[config.mk]
export PLATFORM = sky130hd
export DESIGN_NAME = vec_csr_regs
export DESIGN_NICKNAME = d
export VERILOG_FILES = /design/src/rtl/vec_csr_regs.sv
export SDC_FILE = /design/constraint.sdc
export NUM_CORES = 1
export LEC_CHECK = 0
export CAP_MARGIN = 5
export CORE_MARGIN = 3
export CORE_UTILIZATION = 35
export DETAILED_ROUTE_END_ITERATION = 16
export PLACE_DENSITY = 0.61
export SETUP_SLACK_MARGIN = 0.2
export SLEW_MARGIN = 20
export SYNTH_ARGS = -nofsm -noshare
export SYNTH_HDL_FRONTEND = slang
export SYNTH_SLANG_ARGS = --single-unit
[constraint.sdc]
create_clock -name clk -period 4.25 [get_ports clk]
set_input_delay 0.85 -clock clk [delete_from_list [all_inputs] [get_ports clk]]
set_output_delay 0.85 -clock clk [all_outputs]
set_load 0.005 [all_outputs]
[src/rtl/vec_csr_regs.sv]
// ---------------------------------------------------------------------------
// vec_csr_regs
//
// Vector configuration CSR block. It executes vsetvli / vsetivli / vsetvl
// requests from decode through a three-state sequence (IDLE -> CALC -> COMMIT).
// It holds the architectural vl, vtype and vstart registers, and it publishes
// the decoded SEW, LMUL, vill and current VLMAX.
//
// Ports
//   clk             in   sole clock, rising edge
//   reset           in   synchronous, active-high reset
//   csr_req_valid   in   vset* request from decode
//   csr_req_ready   out  high only while idle
//   scalar1         in   AVL (rs1 data or zero-extended uimm)
//   scalar2         in   requested vtype (rs2 data or zero-extended zimm)
//   avl_is_imm      in   request is vsetivli (rs1_is_x0 ignored)
//   rs1_is_x0       in   rs1 field is x0
//   rd_is_x0        in   rd field is x0
//   vstart_wr_en    in   vstart write strobe from load/store unit
//   vstart_wr_data  in   vstart write value
//   csr_done        out  one-cycle pulse after commit
//   csr_rd_data     out  committed vl while csr_done is high, else zero
//   vl/vtype/vstart out  architectural state
//   vlmax           out  VLMAX of committed vtype (zero when vill)
//   sew/lmul/vill   out  decoded fields of committed vtype
// ---------------------------------------------------------------------------
module vec_csr_regs #(
    parameter int XLEN = 32,
    parameter int VLEN = 512
) (
    input  logic            clk,
    input  logic            reset,
    input  logic            csr_req_valid,
    output logic            csr_req_ready,
    input  logic [XLEN-1:0] scalar1,
    input  logic [XLEN-1:0] scalar2,
    input  logic            avl_is_imm,
    input  logic            rs1_is_x0,
    input  logic            rd_is_x0,
    input  logic            vstart_wr_en,
    input  logic [XLEN-1:0] vstart_wr_data,
    output logic            csr_done,
    output logic [XLEN-1:0] csr_rd_data,
    output logic [XLEN-1:0] vl,
    output logic [XLEN-1:0] vtype,
    output logic [XLEN-1:0] vstart,
    output logic [XLEN-1:0] vlmax,
    output logic [2:0]      sew,
    output logic [2:0]      lmul,
    output logic            vill
);

    typedef enum logic [1:0] {
        S_IDLE   = 2'd0,
        S_CALC   = 2'd1,
        S_COMMIT = 2'd2
    } state_e;

    localparam logic [XLEN-1:0] ZERO_W    = {XLEN{1'b0}};
    localparam logic [XLEN-1:0] VTYPE_ILL = {1'b1, {(XLEN-1){1'b0}}};
    localparam logic [XLEN-1:0] VLEN_W    = XLEN'(VLEN);

    // VLMAX = (VLEN / SEW) * LMUL, where SEW = 8 << vsew. Shifts only.
    function automatic logic [XLEN-1:0] vlmax_of(input logic [2:0] sew_f,
                                                 input logic [2:0] lmul_f);
        logic [3:0] sh;
        sh = 4'd3 + {1'b0, sew_f};
        return (VLEN_W >> sh) << lmul_f;
    endfunction

    // Unsigned minimum over the full XLEN width.
    function automatic logic [XLEN-1:0] umin(input logic [XLEN-1:0] a,
                                             input logic [XLEN-1:0] b);
        return (a < b) ? a : b;
    endfunction

    state_e          state_q, state_d;

    // Request captured at acceptance; frozen until the next idle acceptance.
    logic [XLEN-1:0] avl_q, avl_d;
    logic [XLEN-1:0] req_vtype_q, req_vtype_d;
    logic            imm_q, imm_d;
    logic            rs1_x0_q, rs1_x0_d;
    logic            rd_x0_q, rd_x0_d;

    // Results of the CALC stage.
    logic [XLEN-1:0] new_vlmax_q, new_vlmax_d;
    logic            new_vill_q, new_vill_d;

    // Architectural state and registered handshake outputs.
    logic [XLEN-1:0] vl_q, vl_d;
    logic [XLEN-1:0] vtype_q, vtype_d;
    logic [XLEN-1:0] vstart_q, vstart_d;
    logic            done_q, done_d;
    logic [XLEN-1:0] rd_data_q, rd_data_d;

    logic [XLEN-1:0] commit_vl;
    logic            req_illegal;

    // Legality of the captured vtype: reserved high bits, SEW above 32, or
    // fractional/reserved LMUL all make the configuration illegal.
    always_comb begin
        req_illegal = (|req_vtype_q[XLEN-1:8])
                    | (req_vtype_q[5:3] > 3'b010)
                    | req_vtype_q[2];
    end

    // New vl for a legal configuration, chosen by the AVL-source encoding.
    always_comb begin
        commit_vl = ZERO_W;
        if (new_vill_q) begin
            commit_vl = ZERO_W;
        end else if (imm_q || !rs1_x0_q) begin
            commit_vl = umin(avl_q, new_vlmax_q);
        end else if (!rd_x0_q) begin
            commit_vl = new_vlmax_q;
        end else begin
            // Both x0: keep the old vl but clamp it to the new VLMAX.
            commit_vl = umin(vl_q, new_vlmax_q);
        end
    end

    // FSM next-state and datapath next-state.
    always_comb begin
        state_d     = state_q;
        avl_d       = avl_q;
        req_vtype_d = req_vtype_q;
        imm_d       = imm_q;
        rs1_x0_d    = rs1_x0_q;
        rd_x0_d     = rd_x0_q;
        new_vlmax_d = new_vlmax_q;
        new_vill_d  = new_vill_q;
        vl_d        = vl_q;
        vtype_d     = vtype_q;
        done_d      = 1'b0;
        rd_data_d   = ZERO_W;

        // vstart can be written in any state; a commit below overrides it.
        if (vstart_wr_en) begin
            vstart_d = vstart_wr_data;
        end else begin
            vstart_d = vstart_q;
        end

        case (state_q)
            S_IDLE: begin
                if (csr_req_valid) begin
                    avl_d       = scalar1;
                    req_vtype_d = scalar2;
                    imm_d       = avl_is_imm;
                    rs1_x0_d    = rs1_is_x0;
                    rd_x0_d     = rd_is_x0;
                    state_d     = S_CALC;
                end else begin
                    state_d = S_IDLE;
                end
            end
            S_CALC: begin
                new_vill_d = req_illegal;
                if (req_illegal) begin
                    new_vlmax_d = ZERO_W;
                end else begin
                    new_vlmax_d = vlmax_of(req_vtype_q[5:3], req_vtype_q[2:0]);
                end
                state_d = S_COMMIT;
            end
            S_COMMIT: begin
                vl_d      = commit_vl;
                rd_data_d = commit_vl;
                done_d    = 1'b1;
                vstart_d  = ZERO_W;
                if (new_vill_q) begin
                    vtype_d = VTYPE_ILL;
                end else begin
                    vtype_d = {1'b0, req_vtype_q[XLEN-2:0]};
                end
                state_d = S_IDLE;
            end
            default: begin
                state_d = S_IDLE;
            end
        endcase
    end

    // State and datapath registers with synchronous reset.
    always_ff @(posedge clk) begin
        if (reset) begin
            state_q     <= S_IDLE;
            avl_q       <= ZERO_W;
            req_vtype_q <= ZERO_W;
            imm_q       <= 1'b0;
            rs1_x0_q    <= 1'b0;
            rd_x0_q     <= 1'b0;
            new_vlmax_q <= ZERO_W;
            new_vill_q  <= 1'b1;
            vl_q        <= ZERO_W;
            vtype_q     <= VTYPE_ILL;
            vstart_q    <= ZERO_W;
            done_q      <= 1'b0;
            rd_data_q   <= ZERO_W;
        end else begin
            state_q     <= state_d;
            avl_q       <= avl_d;
            req_vtype_q <= req_vtype_d;
            imm_q       <= imm_d;
            rs1_x0_q    <= rs1_x0_d;
            rd_x0_q     <= rd_x0_d;
            new_vlmax_q <= new_vlmax_d;
            new_vill_q  <= new_vill_d;
            vl_q        <= vl_d;
            vtype_q     <= vtype_d;
            vstart_q    <= vstart_d;
            done_q      <= done_d;
            rd_data_q   <= rd_data_d;
        end
    end

    // Decode of the committed vtype; everything reads as zero when illegal.
    always_comb begin
        vill = vtype_q[XLEN-1];
        if (vtype_q[XLEN-1]) begin
            sew   = 3'd0;
            lmul  = 3'd0;
            vlmax = ZERO_W;
        end else begin
            sew   = vtype_q[5:3];
            lmul  = vtype_q[2:0];
            vlmax = vlmax_of(vtype_q[5:3], vtype_q[2:0]);
        end
    end

    assign csr_req_ready = (state_q == S_IDLE);
    assign csr_done      = done_q;
    assign csr_rd_data   = rd_data_q;
    assign vl            = vl_q;
    assign vtype         = vtype_q;
    assign vstart        = vstart_q;

endmodule

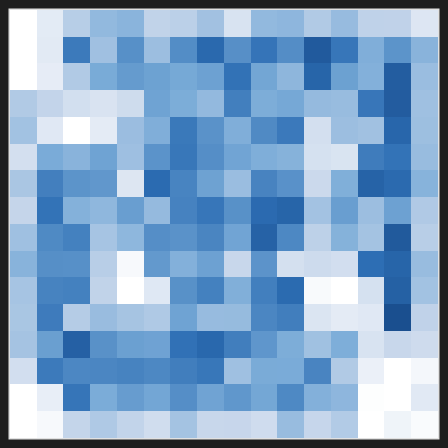
run_1/util_map.png
The die is cut into 16 by 16 equal tiles; white is low, dark blue is high, 0 to 100% covered.
fullest tile = 88%
densest ninth of the die = center
mean over tiles = 44%
tiles over 75% full = 7.8%
nearly empty tiles = 4.7%

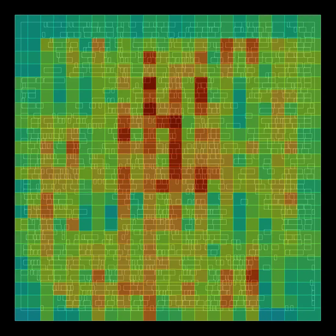
run_1/congestion_map.png
Finished Core Util: 0.507
GRT met1 Usage: 0.239
GR Util met3: 0.0318

==> flow_metrics.env, run 1 <==
# physical design summary
export IMPL_status="finished clean"
export IMPL_antenna_left=0
export IMPL_hold_viol_final=0
export IMPL_via_per_inst=4.84
export IMPL_crit_path_max_incr_delay_ns=0.69
export IMPL_buffer_area_frac=0.210
export IMPL_top_cells_by_count="dfxtp_1, nand2_1, a21oi_1, nor2_1, clkbuf_1"
export IMPL_endpoint_kind="output pin"
export IMPL_nets=1333
export IMPL_ys_seq_share=0.486
export IMPL_crit_buf_inv=1
export IMPL_cp_endpoint="vlmax[3]"
export IMPL_ff_count=213
export IMPL_stdcell_count=1547
export IMPL_seq_share=0.344
export IMPL_fp_dieW_um=164
export IMPL_chipArea_um2=27000
export IMPL_inverters=27
export IMPL_irDropWorstVdd_mv=0.258
export IMPL_worst_ep_required_time_ns=3.40
export IMPL_drt_initial_drc_count=387
export IMPL_portBuffers=253
export IMPL_ys_cells=964
export IMPL_cts_max_path_buffers=3
export IMPL_synth_area_per_cell_um2=9.10
export IMPL_antennaDiodeCount=0
export IMPL_comb_cell_power_mw=0.458
export IMPL_flop_cell="dfxtp_1"
export IMPL_cap_viol_max_count=0
export IMPL_combPwrFrac=0.095
export IMPL_clkCellAreaFrac=0.0719
export IMPL_warnings=26
export IMPL_grt_overflow_total=0
export IMPL_r2r_cells=9
export IMPL_min_period_ns=3.49
export IMPL_p_int_mw=3.70
export IMPL_dr_wl_met3_mm=1.61
export IMPL_critPathLaunch="vtype[4]$_SDFFE_PP0P_"
export IMPL_htree_levels=1
export IMPL_leakagePower_nw=4.81
export IMPL_clock_power_mw=2.26
export IMPL_yosys_warnings=0
export IMPL_synth_flop_count=213
export IMPL_max_slew_margin=0.378
export IMPL_clk_latency_ns=0.52
export IMPL_yosys_area_um2=8770
export IMPL_drc_errors=0
export IMPL_gr_max_usage_layer="met2"
export IMPL_die_h_um=164
export IMPL_fillers=2332
export IMPL_core_util_floorplan=0.359
export IMPL_path_class="reg -> out"
export IMPL_power_frac_seq=0.438
export IMPL_taps=324
export IMPL_max_freq_ghz=0.287
export IMPL_wl_per_cell_um=16.3
export IMPL_switching_share=0.233
export IMPL_met2_usage=0.289
export IMPL_critPathTopFamily="flip-flops"
export IMPL_comb_share=0.333
export IMPL_yosysMostFrequentCell="dfxtp_1"
export IMPL_num_rows=57
export IMPL_combGateArea_um2=4130
export IMPL_finalSetupTns_ns=0
export IMPL_buffers=264
export IMPL_hold_path_depth=2
export IMPL_skew_ns=0.00987
export IMPL_ys_sh_mux=0.0680
export IMPL_synthToLayoutAreaGrowth_pct=41.3
export IMPL_num_clock_buffers=34
export IMPL_synth_edff_count=0
export IMPL_grt_pass1_vias=7254
export IMPL_rrSetupSlack_ns=1.15
export IMPL_flop_area_um2=4260
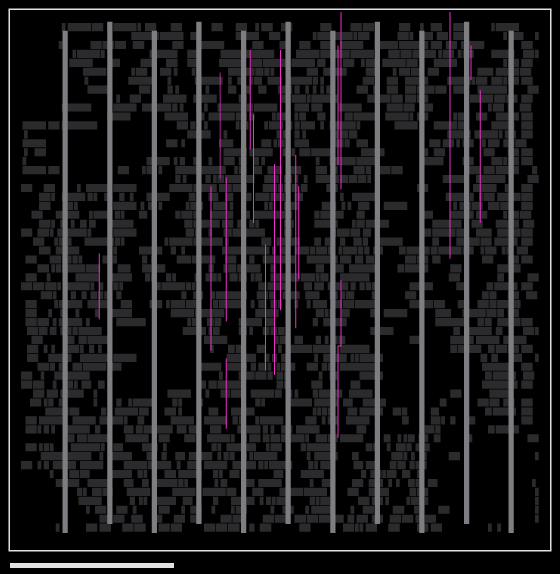
run_1/m4.png
Bar = 50 um. Supply wires on this layer in gray. Cells faint in the background.
share of all routed wire = 3.0%
wire length on this layer = 753 um
main direction = vertical
longest straight run = 78.9 um
nets with wire on the layer = 13
via count: 7490
WL final: 25.2 mm

run 1: cell usage in the layout (no fill, tap or decap), types with 3 or more instances in the layout:
cell type and instances:
o211ai_1 24, clkinvlp_4 5, a2111oi_0 3, nand2b_1 16
nor3b_1 5, dfxtp_1 213, a31oi_1 4, mux2i_1 36
clkbuf_8 8, nor2_1 85, bufinv_16 3, nor3_1 20
o211a_1 12, buf_4 11, ha_1 26, clkdlybuf4s50_1 251
a22o_1 31, conb_1 36, mux2i_4 10, and2_1 19
a22oi_1 14, a21oi_1 85, o21ai_0 22, nand3_1 4
nand2_1 144, or3_1 3, clkbuf_16 25, nor4_1 12
nor2b_1 12, a32oi_1 3, inv_1 27, clkinv_2 3
nand4_1 8
run_1/class_map.png
Bar = 50 um. Fill, decap, tap and diode cells in gray.
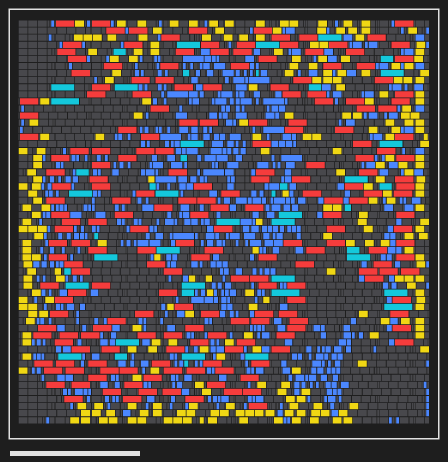

--- run 2 (diff from run 1) ---
==> constraint.sdc (replaced) <==
create_clock -name clk -period 3.5 [get_ports clk]
set_input_delay 0.7 -clock clk [delete_from_list [all_inputs] [get_ports clk]]
set_output_delay 0.7 -clock clk [all_outputs]
set_load 0.005 [all_outputs]
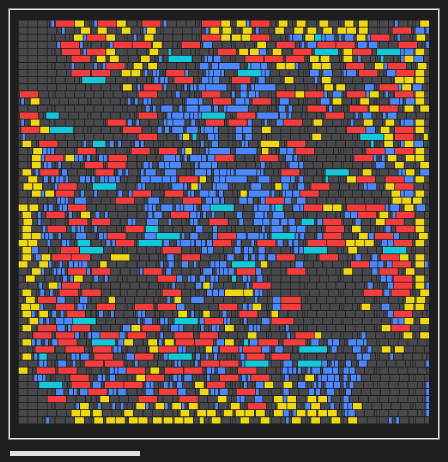
run_2/class_map.png
Bar = 50 um. Fill, decap, tap and diode cells in gray.
red -> registers  # cells 213
yellow -> remaining buffers and delay cells  # cells 272
cyan -> clock drivers and dummy loads  # cells 42
blue -> remaining logic cells  # cells 700
Core ar.: 24500 um^2
Finished Core Util: 0.507
Core Rows: 57
sequential cell area share: 0.345

==> run 2 against run 1 <==
Core utilization is essentially flat. Highest routed layer unchanged. Area after synthesis is the same. Count of clock-buffer cells in the layout grew 1. Sequential cell count is the same.
==> flow_metrics.env, run 2 <==
# physical design summary
export IMPL_cts_max_path_buffers=3
export IMPL_crit_buf_inv=1
export IMPL_clock_power_mw=2.49
export IMPL_ys_cells=964
export IMPL_htree_levels=1
export IMPL_fin_area_um2=12400
export IMPL_met2_usage=0.285
export IMPL_antennaDiodeCount=0
export IMPL_grt_max_degree=63
export IMPL_cts_tree="built"
export IMPL_cap_viol_max_count=0
export IMPL_yosys_warnings=0
export IMPL_top_cells_by_count="dfxtp_1, nand2_1, a21oi_1, nor2_1, clkbuf_1"
export IMPL_skew_ns=0.00753
export IMPL_rrSetupSlack_ns=0.43
export IMPL_combGateArea_um2=4130
export IMPL_r2r_cells=10
export IMPL_max_freq_ghz=0.321
export IMPL_flop_area_um2=4280
export IMPL_timing_rr_end="vl[3]$_SDFFE_PP0P_"
export IMPL_netlist_instances=964
export IMPL_layout_cells_most_common="clkdlybuf4s50_1"
export IMPL_irDropWorstVdd_mv=0.306
export IMPL_max_slew_margin=0.369
export IMPL_min_period_ns=3.12
export IMPL_dpl_cell_count=1509
export IMPL_yosys_area_um2=8770
export IMPL_drc_errors=0
export IMPL_synth_edff_count=0
export IMPL_hold_path_end="avl_q[27]$_SDFFE_PP0P_"
export IMPL_synthToLayoutAreaGrowth_pct=41.4
export IMPL_switching_share=0.236
export IMPL_die_h_um=164
export IMPL_synth_area_per_cell_um2=9.10
export IMPL_grt_util_met3=0.0315
export IMPL_clk_latency_ns=0.52
export IMPL_cp_endpoint="vlmax[5]"
export IMPL_via_per_inst=4.92
export IMPL_leakagePower_nw=4.83
export IMPL_warnings=26
export IMPL_gr_max_usage_layer="met2"
export IMPL_path_class="reg -> out"
export IMPL_lay_top_cells="clkdlybuf4s50_1, dfxtp_1, nand2_1, nor2_1, a21oi_1"
export IMPL_portBuffers=253
export IMPL_nets=1341
export IMPL_p_int_mw=4.28
export IMPL_fillers=2311
export IMPL_crit_path_max_incr_delay_ns=0.52
export IMPL_comb_cell_power_mw=0.561
export IMPL_worst_ep_required_time_ns=2.80
export IMPL_yosysMostFrequentCell="dfxtp_1"
export IMPL_clk_pin_slew_ns=0.06
export IMPL_ys_sh_mux=0.0680
export IMPL_cts_setup_buffers=0
export IMPL_endpoint_kind="output pin"
export IMPL_use_met1=0.248
export IMPL_stdcell_count=1551
export IMPL_drt_initial_drc_count=463
export IMPL_rsz0062_at_grt="no"
export IMPL_area_leaders="dfxtp_1, nand2_1, a21oi_1"
export IMPL_critPathTopFamily="flip-flops"
export IMPL_grt_pass1_vias=7077
export IMPL_status="finished clean"
export IMPL_wl_per_cell_um=16.1
export IMPL_hold_path_depth=2
export IMPL_combPwrFrac=0.100
export IMPL_p_switching_mw=1.33
export IMPL_chipArea_um2=27000
export IMPL_fp_dieW_um=164
export IMPL_power_frac_seq=0.457
export IMPL_core_util_floorplan=0.359
export IMPL_synth_flop_count=213
export IMPL_antenna_left=0
export IMPL_ys_seq_share=0.486
export IMPL_flop_cell="dfxtp_1"
export IMPL_path_cells="nor3b_1, a21oi_1, o22ai_1, nand2b_1, o31a_1, nor2_1, clkdlybuf4s50_1"
export IMPL_hold_viol_final=0
export IMPL_clk_root_buffer_cell="clkbuf_16"
export IMPL_finalSetupTns_ns=0
export IMPL_grt_overflow_total=0
export IMPL_critPathLaunch="vtype[4]$_SDFFE_PP0P_"
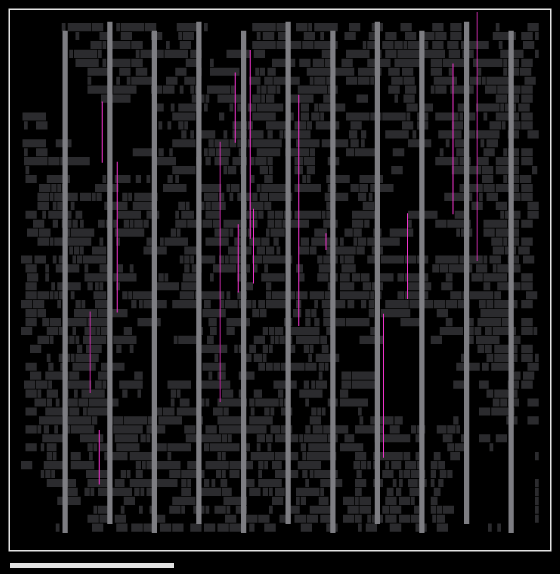
run_2/m4.png
Bar = 50 um. Supply wires on this layer in gray. Cells faint in the background.
via count: 7631
WL final: 25.0 mm

## run 2: cell counts after synthesis
Identical to the previous run, type by type.
## run 2: layer usage
metal / wire [um] / vias up
met5: 0 / -
met3: 1720 / 34
li1: - / 3805
met2: 11300 / 249
met4: 569 / 0
met1: 11400 / 3543
## run 2: layout make-up
cell class,count,area share
flip-flops and latches,213,0.345
multi-input cells,673,0.333
repair buffers,272,0.218
clock buffers,35,0.0575
well taps,324,0.0327
inverters,27,0.00817
clock inverters,7,0.00565
## run 2: repair_timing
action	in CTS	in global routing
resized	3	5
hold buffers	0	0
setup endpoints to repair	6	4
run_2/util_map.png
The die is cut into 16 by 16 equal tiles; white is low, dark blue is high, 0 to 100% covered.
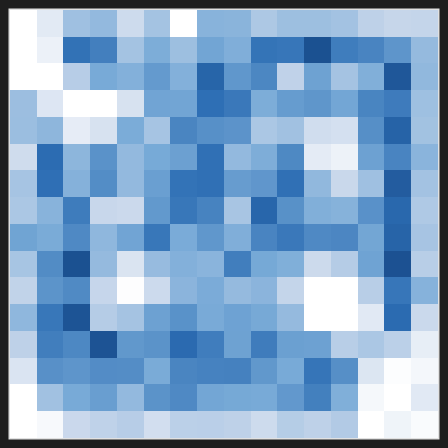

--- run 3 (diff from run 2) ---
--- a/config.mk
+++ b/config.mk
@@ -9,9 +9,11 @@
 export CORE_MARGIN = 3
 export CORE_UTILIZATION = 35
 export DETAILED_ROUTE_END_ITERATION = 16
+export GPL_TIMING_DRIVEN = 0
 export PLACE_DENSITY = 0.61
 export SETUP_SLACK_MARGIN = 0.2
 export SLEW_MARGIN = 20
 export SYNTH_ARGS = -nofsm -noshare
 export SYNTH_HDL_FRONTEND = slang
 export SYNTH_SLANG_ARGS = --single-unit
+export TNS_END_PERCENT = 5
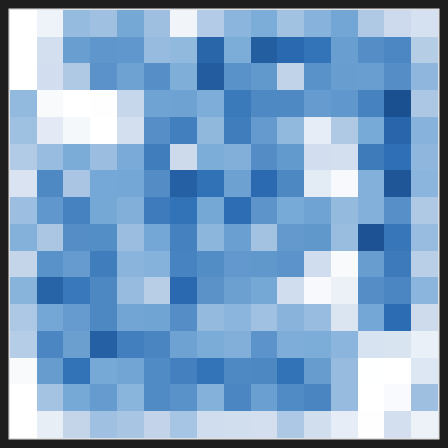
run_3/util_map.png
The die is cut into 16 by 16 equal tiles; white is low, dark blue is high, 0 to 100% covered.
tiles over 75% full = 5.9%
fullest tile = 87%
mean over tiles = 45%

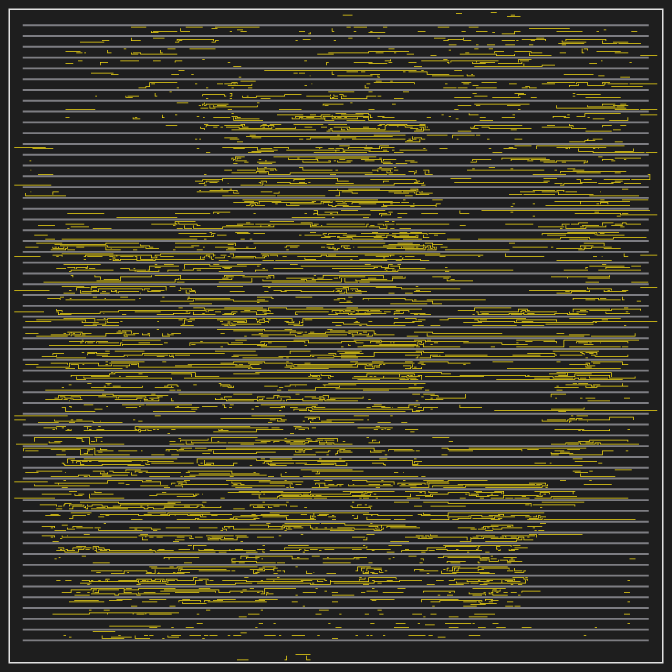
run_3/m1.png
Supply wires on this layer in gray.
nets with wire on the layer = 1269
wire length on this layer = 11700 um
main direction = horizontal
GRT met1 Usage: 0.250
WL final: 25.5 mm
via count: 7693

==> run 3 against run 2 <==
Global-route usage grew 0.46 points. Sequential cell count did not move. Combinational power up 5.0%. Count of clock-buffer cells in the layout is 2 higher. Sequential power about the same. Final area rose by 2.0%. Critical path type unchanged. Critical endpoint is now vlmax[12].
==> flow_metrics.env, run 3 <==
# physical design summary
export IMPL_cap_viol_max_count=0
export IMPL_ff_count=213
export IMPL_chipArea_um2=27000
export IMPL_comb_cell_power_mw=0.589
export IMPL_largest_cell_class="registers"
export IMPL_dr_wl_met2_mm=11.5
export IMPL_hold_buffers=0
export IMPL_lay_top_cells="clkdlybuf4s50_1, dfxtp_1, nand2_1, nor2_1, a21oi_1"
export IMPL_crit_buf_inv=2
export IMPL_fillers=2348
export IMPL_top_cells_by_count="dfxtp_1, nand2_1, a21oi_1, nor2_1, clkbuf_1"
export IMPL_via_per_inst=4.76
export IMPL_synthToLayoutAreaGrowth_pct=44.2
export IMPL_taps=324
export IMPL_status="finished clean"
export IMPL_clk_latency_ns=0.51
export IMPL_yosys_area_um2=8770
export IMPL_min_period_ns=3.20
export IMPL_coreArea_um2=24500
export IMPL_combGateArea_um2=4120
export IMPL_nets=1405
export IMPL_netlist_instances=964
export IMPL_cts_setup_buffers=0
export IMPL_crit_path_max_incr_delay_ns=0.53
export IMPL_topRoutingLayerUsed="met4"
export IMPL_endpoint_kind="output pin"
export IMPL_synth_edff_count=0
export IMPL_drc_errors=0
export IMPL_leakagePower_nw=4.94
export IMPL_rsz0062_at_grt="yes"
export IMPL_cts_max_path_buffers=3
export IMPL_post_route_util=0.517
export IMPL_path_class="reg -> out"
export IMPL_synth_flop_count=213
export IMPL_seq_share=0.337
export IMPL_warnings=28
export IMPL_area_leaders="dfxtp_1, nand2_1, a21oi_1"
export IMPL_drt_initial_drc_count=299
export IMPL_antennaDiodeCount=0
export IMPL_inverters=27
export IMPL_stdcell_count=1617
export IMPL_synth_area_per_cell_um2=9.10
export IMPL_portBuffers=251
export IMPL_yosys_warnings=0
export IMPL_wl_per_cell_um=15.8
export IMPL_num_rows=57
export IMPL_grt_overflow_total=0
export IMPL_antenna_left=0
export IMPL_clk_root_buffer_cell="clkbuf_16"
export IMPL_die_h_um=164
export IMPL_power_frac_seq=0.447
export IMPL_met2_usage=0.292
export IMPL_path_cells="clkbuf_1, xor2_1, or3b_2, nor3_1, clkdlybuf4s50_1"
export IMPL_p_switching_mw=1.31
export IMPL_flop_area_um2=4260
export IMPL_p_int_mw=4.41
export IMPL_clkCellAreaFrac=0.0649
export IMPL_cts_tree="built"
export IMPL_switching_share=0.230
export IMPL_dpl_cell_count=1574
export IMPL_combPwrFrac=0.103
export IMPL_max_slew_margin=0.416
export IMPL_critPathTopFamily="buffers and inverters"
export IMPL_grt_util_met3=0.0328
export IMPL_grt_max_degree=13
export IMPL_core_util_floorplan=0.359
export IMPL_ys_cells=964
export IMPL_comb_share=0.326
export IMPL_yosysMostFrequentCell="dfxtp_1"
export IMPL_layout_cells_most_common="clkdlybuf4s50_1"
export IMPL_gr_max_usage_layer="met2"
export IMPL_htree_levels=1
export IMPL_hold_viol_final=0
export IMPL_ys_seq_share=0.486
-- run 3: what timing repair did --
item,in CTS,in global routing
resized,1,4
endpoints found under the setup margin,5,6
hold endpoints to repair,0,0
-- run 3: path summary, 6_finish.rpt --
| kind | startpoint | end | slack, ns | cells after the start |
|---|---|---|---|---|
| setup / recovery | vtype[3]$_SDFFE_PP0P_ | vlmax[12] | 0.30 | 5 |
| hold / removal | avl_q[27]$_SDFFE_PP0P_ | avl_q[27]$_SDFFE_PP0P_ | 0.45 | 2 |
| setup reg to reg | new_vlmax_q[8]$_SDFFE_PP0P_ | csr_rd_data[3]$_SDFF_PP0_ | 0.34 | 10 |
| hold reg to reg | avl_q[27]$_SDFFE_PP0P_ | avl_q[27]$_SDFFE_PP0P_ | 0.45 | 2 |
Power figures rest on the tool's default switching activity, not on a simulated workload.
